==> src/rtl/lpc_sniffer_pkg.sv <==
`default_nettype none
// ============================================================================
//  Module      : lpc_sniffer_pkg
//  Description : Shared constants, state encoding and helpers for the
//                serial2mem / mem2serial frame path.
//  Revision    : 1.0 - initial release
// ============================================================================
package lpc_sniffer_pkg;

    localparam int          FRAME_BYTES  = 6;
    localparam logic [7:0]  TRAILER_BYTE = 8'h0a;
    localparam int          WORD_W       = 48;
    localparam int          BYTE_W       = 8;
    localparam int          CNT_W        = 3;
    localparam int          TIMEOUT_W    = 24;

    typedef enum logic [1:0] {
        COLLECT       = 2'd0,
        CHECK_TRAILER = 2'd1,
        WRITE         = 2'd2,
        HUNT          = 2'd3
    } s2m_state_t;

    // Event counters stick at all-ones instead of wrapping.
    function automatic logic [7:0] sat_inc(input logic [7:0] value);
        return (value == 8'hff) ? value : value + 8'd1;
    endfunction

endpackage
`default_nettype wire

==> src/rtl/serial2mem_timeout.sv <==
`default_nettype none
// ============================================================================
//  Module      : serial2mem_timeout
//  Description : Inter-byte idle counter. Counts falling edges since the last
//                clear and flags expiry once TIMEOUT is reached. Used only
//                when SERIAL2MEM_TIMEOUT_EN is defined.
//  Revision    : 1.0 - initial release
// ============================================================================
module serial2mem_timeout
    import lpc_sniffer_pkg::*;
#(
    parameter logic [TIMEOUT_W-1:0] TIMEOUT = 24'd1200000
) (
    input  logic clock,
    input  logic reset,
    input  logic clear,
    output logic expired
);

    logic [TIMEOUT_W-1:0] idle_cnt;

    // Idle counter: cleared by every byte strobe, holds once it hits TIMEOUT.
    always_ff @(negedge clock or negedge reset) begin
        if (!reset) begin
            idle_cnt <= '0;
        end else if (clear) begin
            idle_cnt <= '0;
        end else if (idle_cnt != TIMEOUT) begin
            idle_cnt <= idle_cnt + 1'b1;
        end
    end

    assign expired = (idle_cnt == TIMEOUT);

endmodule
`default_nettype wire

==> src/rtl/serial2mem.sv <==
`default_nettype none
// ============================================================================
//  Module      : serial2mem
//  Description : Assembles 6-byte frames terminated by 8'h0a from a UART byte
//                stream into 48-bit words and writes them to a FIFO. Counts
//                malformed frames and frames dropped on a full FIFO.
//                Optional feature macro: SERIAL2MEM_TIMEOUT_EN (idle timeout
//                that abandons partial frames).
//  Revision    : 1.0 - initial release
// ============================================================================
module serial2mem
    import lpc_sniffer_pkg::*;
#(
    parameter logic [TIMEOUT_W-1:0] TIMEOUT = 24'd1200000
) (
    input  logic              clock,
    input  logic              reset,
    input  logic [7:0]        uart_data,
    input  logic              uart_valid,
    input  logic              write_full,
    output logic [WORD_W-1:0] write_data,
    output logic              write_clock_enable,
    output logic [7:0]        frame_error_count,
    output logic [7:0]        overflow_count
);

    localparam logic [CNT_W-1:0] LAST_IDX = CNT_W'(FRAME_BYTES - 1);

    s2m_state_t        state;
    s2m_state_t        next_state;
    logic [CNT_W-1:0]  byte_cnt;
    logic [WORD_W-1:0] shift_reg;

    logic shift_en;
    logic cnt_clear;
    logic err_inc;
    logic ovf_inc;
    logic write_en;
    logic idle_expired;

`ifdef SERIAL2MEM_TIMEOUT_EN
    serial2mem_timeout #(
        .TIMEOUT (TIMEOUT)
    ) u_timeout (
        .clock   (clock),
        .reset   (reset),
        .clear   (uart_valid),
        .expired (idle_expired)
    );
`else
    // No idle tracking: partial frames wait forever for their next byte.
    logic timeout_unused;
    assign timeout_unused = ^TIMEOUT;
    assign idle_expired   = 1'b0;
`endif

    // State register.
    always_ff @(negedge clock or negedge reset) begin
        if (!reset) begin
            state <= COLLECT;
        end else begin
            state <= next_state;
        end
    end

    // Next-state and datapath control decode.
    always_comb begin
        next_state = state;
        shift_en   = 1'b0;
        cnt_clear  = 1'b0;
        err_inc    = 1'b0;
        ovf_inc    = 1'b0;
        write_en   = 1'b0;
        case (state)
            COLLECT: begin
                // Every byte here is payload, including 8'h0a.
                if (uart_valid) begin
                    shift_en = 1'b1;
                    if (byte_cnt == LAST_IDX) begin
                        next_state = CHECK_TRAILER;
                    end
                end else if (idle_expired && (byte_cnt != '0)) begin
                    cnt_clear = 1'b1;
                    err_inc   = 1'b1;
                end
            end
            CHECK_TRAILER: begin
                if (uart_valid) begin
                    if (uart_data == TRAILER_BYTE) begin
                        next_state = WRITE;
                    end else begin
                        err_inc    = 1'b1;
                        next_state = HUNT;
                    end
                end else if (idle_expired) begin
                    err_inc    = 1'b1;
                    cnt_clear  = 1'b1;
                    next_state = COLLECT;
                end
            end
            WRITE: begin
                // The completed word is delivered (or dropped) regardless of
                // a byte colliding with this cycle; that byte is lost and
                // forces a resync.
                cnt_clear = 1'b1;
                if (write_full) begin
                    ovf_inc = 1'b1;
                end else begin
                    write_en = 1'b1;
                end
                if (uart_valid) begin
                    err_inc    = 1'b1;
                    next_state = HUNT;
                end else begin
                    next_state = COLLECT;
                end
            end
            HUNT: begin
                cnt_clear = 1'b1;
                if (uart_valid) begin
                    if (uart_data == TRAILER_BYTE) begin
                        next_state = COLLECT;
                    end
                end else if (idle_expired) begin
                    next_state = COLLECT;
                end
            end
            default: begin
                cnt_clear  = 1'b1;
                next_state = COLLECT;
            end
        endcase
    end

    // Frame assembly: shift register and byte counter.
    always_ff @(negedge clock or negedge reset) begin
        if (!reset) begin
            shift_reg <= '0;
            byte_cnt  <= '0;
        end else begin
            if (shift_en) begin
                shift_reg <= {shift_reg[WORD_W-BYTE_W-1:0], uart_data};
            end
            if (cnt_clear) begin
                byte_cnt <= '0;
            end else if (shift_en) begin
                byte_cnt <= byte_cnt + 1'b1;
            end
        end
    end

    // FIFO write port: strobe is one cycle, data holds between strobes.
    always_ff @(negedge clock or negedge reset) begin
        if (!reset) begin
            write_data         <= '0;
            write_clock_enable <= 1'b0;
        end else begin
            write_clock_enable <= write_en;
            if (write_en) begin
                write_data <= shift_reg;
            end
        end
    end

    // Saturating error and overflow counters.
    always_ff @(negedge clock or negedge reset) begin
        if (!reset) begin
            frame_error_count <= '0;
            overflow_count    <= '0;
        end else begin
            if (err_inc) begin
                frame_error_count <= sat_inc(frame_error_count);
            end
            if (ovf_inc) begin
                overflow_count <= sat_inc(overflow_count);
            end
        end
    end

endmodule
`default_nettype wire

==> config.mk <==
export PLATFORM = sky130hd
export DESIGN_NAME = serial2mem
export DESIGN_NICKNAME = d
export VERILOG_FILES = /design/src/rtl/lpc_sniffer_pkg.sv /design/src/rtl/serial2mem_timeout.sv /design/src/rtl/serial2mem.sv
export SDC_FILE = /design/constraint.sdc
export NUM_CORES = 1
export LEC_CHECK = 0
export CAP_MARGIN = 20
export CORE_MARGIN = 2
export CORE_UTILIZATION = 48
export CTS_BUF_LIST = sky130_fd_sc_hd__clkbuf_8 sky130_fd_sc_hd__clkbuf_16
export CTS_CLUSTER_SIZE = 8
export DETAILED_ROUTE_END_ITERATION = 16
export GPL_TIMING_DRIVEN = 0
export PLACE_DENSITY = 0.81
export SLEW_MARGIN = 20
export SYNTH_ARGS = -nofsm -noshare
export SYNTH_HDL_FRONTEND = slang
export SYNTH_SLANG_ARGS = --single-unit
==> constraint.sdc <==
create_clock -name clock -period 1.8 [get_ports clock]
set_input_delay 0.36 -clock clock [delete_from_list [all_inputs] [get_ports clock]]
set_output_delay 0.36 -clock clock [all_outputs]
set_load 0.01 [all_outputs]
==> flow_metrics.env <==
# implementation run metrics
export IMPL_status="complete, but fails checks"
export IMPL_violations="setup timing"
export IMPL_pre_cts_slack_ps=-1217
export IMPL_place_gp_congestion=0.7834
export IMPL_post_synth_cell_area_avg_um2=15.38
export IMPL_placed_area_mm2=0.006205
export IMPL_dp_cells=519
export IMPL_critical_path_buf_inv_count=1
export IMPL_cap_violations=0
export IMPL_cts_tree="yes"
export IMPL_synth_yosys_seq_area_share=0.6212
export IMPL_rsz0062_at_grt="yes"
export IMPL_slowest_stage="dfrtn_1"
export IMPL_rr_worst_depth=6
export IMPL_fillers=547
export IMPL_worstMarginPinSlew_ps=538.0
export IMPL_warnings=34
export IMPL_crit_end="write_data[10]"
export IMPL_cp_depth=1
export IMPL_common_cells="dfrtn_1, mux2_2, buf_2"
export IMPL_edf_count=0
export IMPL_clock_path_buffers=2
export IMPL_fp_utilization=0.4908
export IMPL_grt_use_total=0.2321
export IMPL_syn_area_mm2=0.004753
export IMPL_fin_ws_ps=-507.8
export IMPL_antenna_found_initial=0
export IMPL_clock_sink_count=118
export IMPL_top_area_frac=0.6212
export IMPL_arrival_ps=1950
export IMPL_core_mm2=0.009684
export IMPL_chipArea_mm2=0.01071
export IMPL_root_buffer="clkbuf_8"
export IMPL_r2r_slack_ps=-190
export IMPL_crit_fanout=2
export IMPL_synth_nets=330
export IMPL_slowest_delay_ps=450
export IMPL_ys_flops=118
export IMPL_p_comb_frac=0.425
export IMPL_p_sw_w=0.004214
export IMPL_numPortBuffers=76
export IMPL_clk_latency_ps=450
export IMPL_drtIter0Drc=117
export IMPL_drtPass1Iterations=4
export IMPL_die_y_um=103.5
export IMPL_cp_required_ps=1440
export IMPL_grt_max_degree=62
export IMPL_grtUsageMet3=0.06356
export IMPL_place_hpwl_um=6360
export IMPL_ys_async_sr_fraction=1.000
export IMPL_cts_inserted_buffers=17
export IMPL_wl_per_cell_um=18.66
export IMPL_ant_nets=0
export IMPL_fin_cells=654
export IMPL_yosys_cells=309
export IMPL_drive_gt1_frac=0.6564
export IMPL_p_per_area_mw_per_mm2=1866
export IMPL_vias=3315
export IMPL_worstPathCellList="buf_2"
export IMPL_grt_busiest_layer="met2"
export IMPL_drt_wl_total_um=12200
export IMPL_leakage_nw=3.891
export IMPL_grt_overflow=0
export IMPL_timing_rr_end="frame_error_count[7]$_DFFE_NN0P_"
export IMPL_clkPwrFrac=0.235
export IMPL_use_met2=0.4120
export IMPL_reg2reg_from="state[1]$_DFFE_NN0P_"
export IMPL_finalPower_w=0.01407
export IMPL_cp_end_kind="output pin"
export IMPL_p_int_w=0.009858
export IMPL_ff_type="dfrtn_1"
export IMPL_cts_htree_levels=4
export IMPL_synthTopCellsByArea="dfrtn_1, mux2_2, ha_1, xnor2_1, buf_2"
export IMPL_yosys_area_top_type="dfrtn_1"
export IMPL_grt_pass1_vias=3576
export IMPL_setup_violations=123
export IMPL_clkTransAtPathRegs_ps=40
export IMPL_die_w_um=103.5
export IMPL_relSlewSlack=0.6413
export IMPL_ys_types=34
export IMPL_worst_clock_skew_ps=8.241
export IMPL_num_io_pins=77
export IMPL_grt_first_pass_wirelength_um=19260
export IMPL_nets=529
export IMPL_hp_class="reg -> reg"
export IMPL_cp_start_kind="register"
export IMPL_via_per_inst=5.069
export IMPL_area_growth_pct=58.62
export IMPL_hold_viol=0
export IMPL_syn_inst=309
export IMPL_ys_chip_area_mm2=0.004753
export IMPL_p_sw_frac=0.2994
==> kinds of logic (layout without fill, tap and decap cells) <==
logic type | count (synthesis) | count (layout) | share of synthesized area
adder cells (fa/ha/maj) | 9 | 9 | 0.02369
flip-flops | 118 | 118 | 0.6212
multiplexers | 103 | 103 | 0.2437
XOR/XNOR | 12 | 12 | 0.02211
AND/OR/NAND/NOR | 36 | 36 | 0.04659
AND-OR/OR-AND | 16 | 16 | 0.02738
buffers and inverters | 15 | 227 | 0.01527
==> area by class of cell <==
| class | instances | area, µm² | share of cell area |
|---|---|---|---|
| sequential | 118 | 2953 | 0.3916 |
| multi-input combinational | 176 | 2197 | 0.2914 |
| timing repair buffer | 181 | 1469 | 0.1948 |
| clock buffer | 17 | 414.1 | 0.05493 |
| tap | 133 | 166.4 | 0.02207 |
| clock inverter | 15 | 165.2 | 0.02191 |
| buffer | 10 | 160.2 | 0.02124 |
| inverter | 4 | 15.01 | 0.001991 |
==> placed cells by master (no fill, tap or decap), drive strengths merged, types with 4 or more instances in the layout <==
| cell type | count |
|---|---|
| buf | 191 |
| clkbuf | 17 |
| clkinv | 6 |
| clkinvlp | 4 |
| dfrtn | 118 |
| ha | 9 |
| inv | 6 |
| mux2 | 102 |
| nand2 | 9 |
| nor2 | 4 |
| nor3 | 4 |
| o21ai | 4 |
| xnor2 | 8 |
| xor2 | 4 |
==> power groups by stage <==
stage	logic, W	registers [W]	clock network (W)
after floorplan	0.00280	0.00486	0
after global placement	0.00453	0.00477	0
after detailed placement	0.00467	0.00483	0
after CTS	0.00542	0.00471	0.00334
after global routing	0.00636	0.00492	0.00347
final	0.00598	0.00478	0.00331
==> per-layer routing <==
layer,vias to the layer above,routed length (µm)
met5,-,0
met3,23,497
met1,1705,4857
met4,0,237
li1,1504,-
met2,83,6613
==> timing repair <==
item,4_1_cts,5_1_grt
gates resized,351,21
hold buffers,0,0
pin swaps,8,13
buffers inserted,71,35
cloned,4,0
setup endpoints to repair,183,127
==> per-stage QoR <==
stage	setup TNS (ps)	hold slack, ps	util
detailed placement	-144630	447.6	0.6407
global route	-42510	479.8	0.7786
finish	-39890	467.0	0.7786
global placement	-690550	430.3	0.6377
CTS	-39340	454.8	0.7530
floorplan	-32690	441.9	-
==> worst min-delay path by stage <==
stage,start,to,cells after the start
after floorplan,shift_reg[47]$_DFFE_NN0P_,write_data[47]$_DFFE_NN0P_,1
after global placement,overflow_count[5]$_DFFE_NN0P_,overflow_count[5]$_DFFE_NN0P_,1
after detailed placement,overflow_count[5]$_DFFE_NN0P_,overflow_count[5]$_DFFE_NN0P_,1
after CTS,write_data[9]$_DFFE_NN0P_,write_data[9]$_DFFE_NN0P_,1
after global routing,shift_reg[44]$_DFFE_NN0P_,write_data[44]$_DFFE_NN0P_,1
final,shift_reg[43]$_DFFE_NN0P_,write_data[43]$_DFFE_NN0P_,1
Figure 1. Sequential cells coloured by netlist name.
Bar = 20 µm. Other sequential cells in the stronger grey, the rest of the logic in the fainter grey.
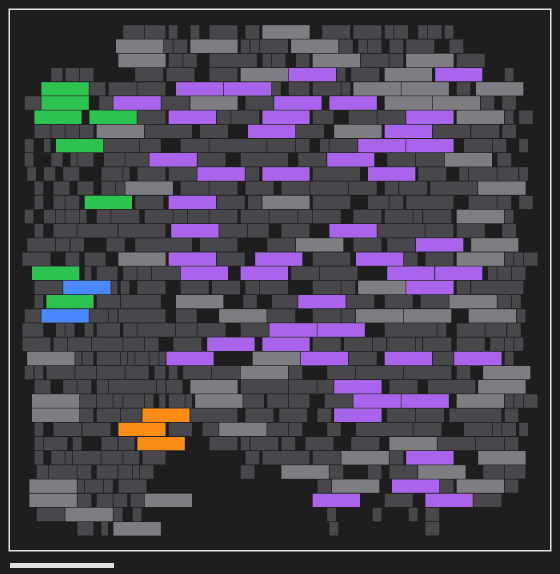
Key: green = overflow_count [flops 8, where top left]; blue = state [flops 2]; orange = byte_cnt [flops 3]; purple = shift_reg [flops 48]
Another 57 sequential cells are not coloured.

Figure 2. Port wiring.
Bar = 20 µm.
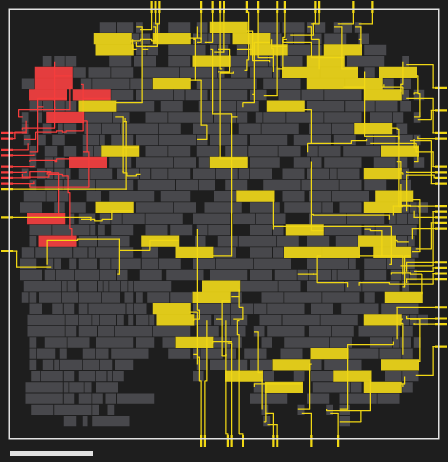
Key: yellow = write_data [bits 48, direction output, edge 21 right, 15 top, 9 bottom, 3 left, end cells 48, buffers 48, wire 1,540 µm]; red = overflow_count [bits 8, direction output, edge left, end cells 8, buffers 8, wire 254 µm]

Power figures rest on the tool's default switching activity, not on a simulated workload.
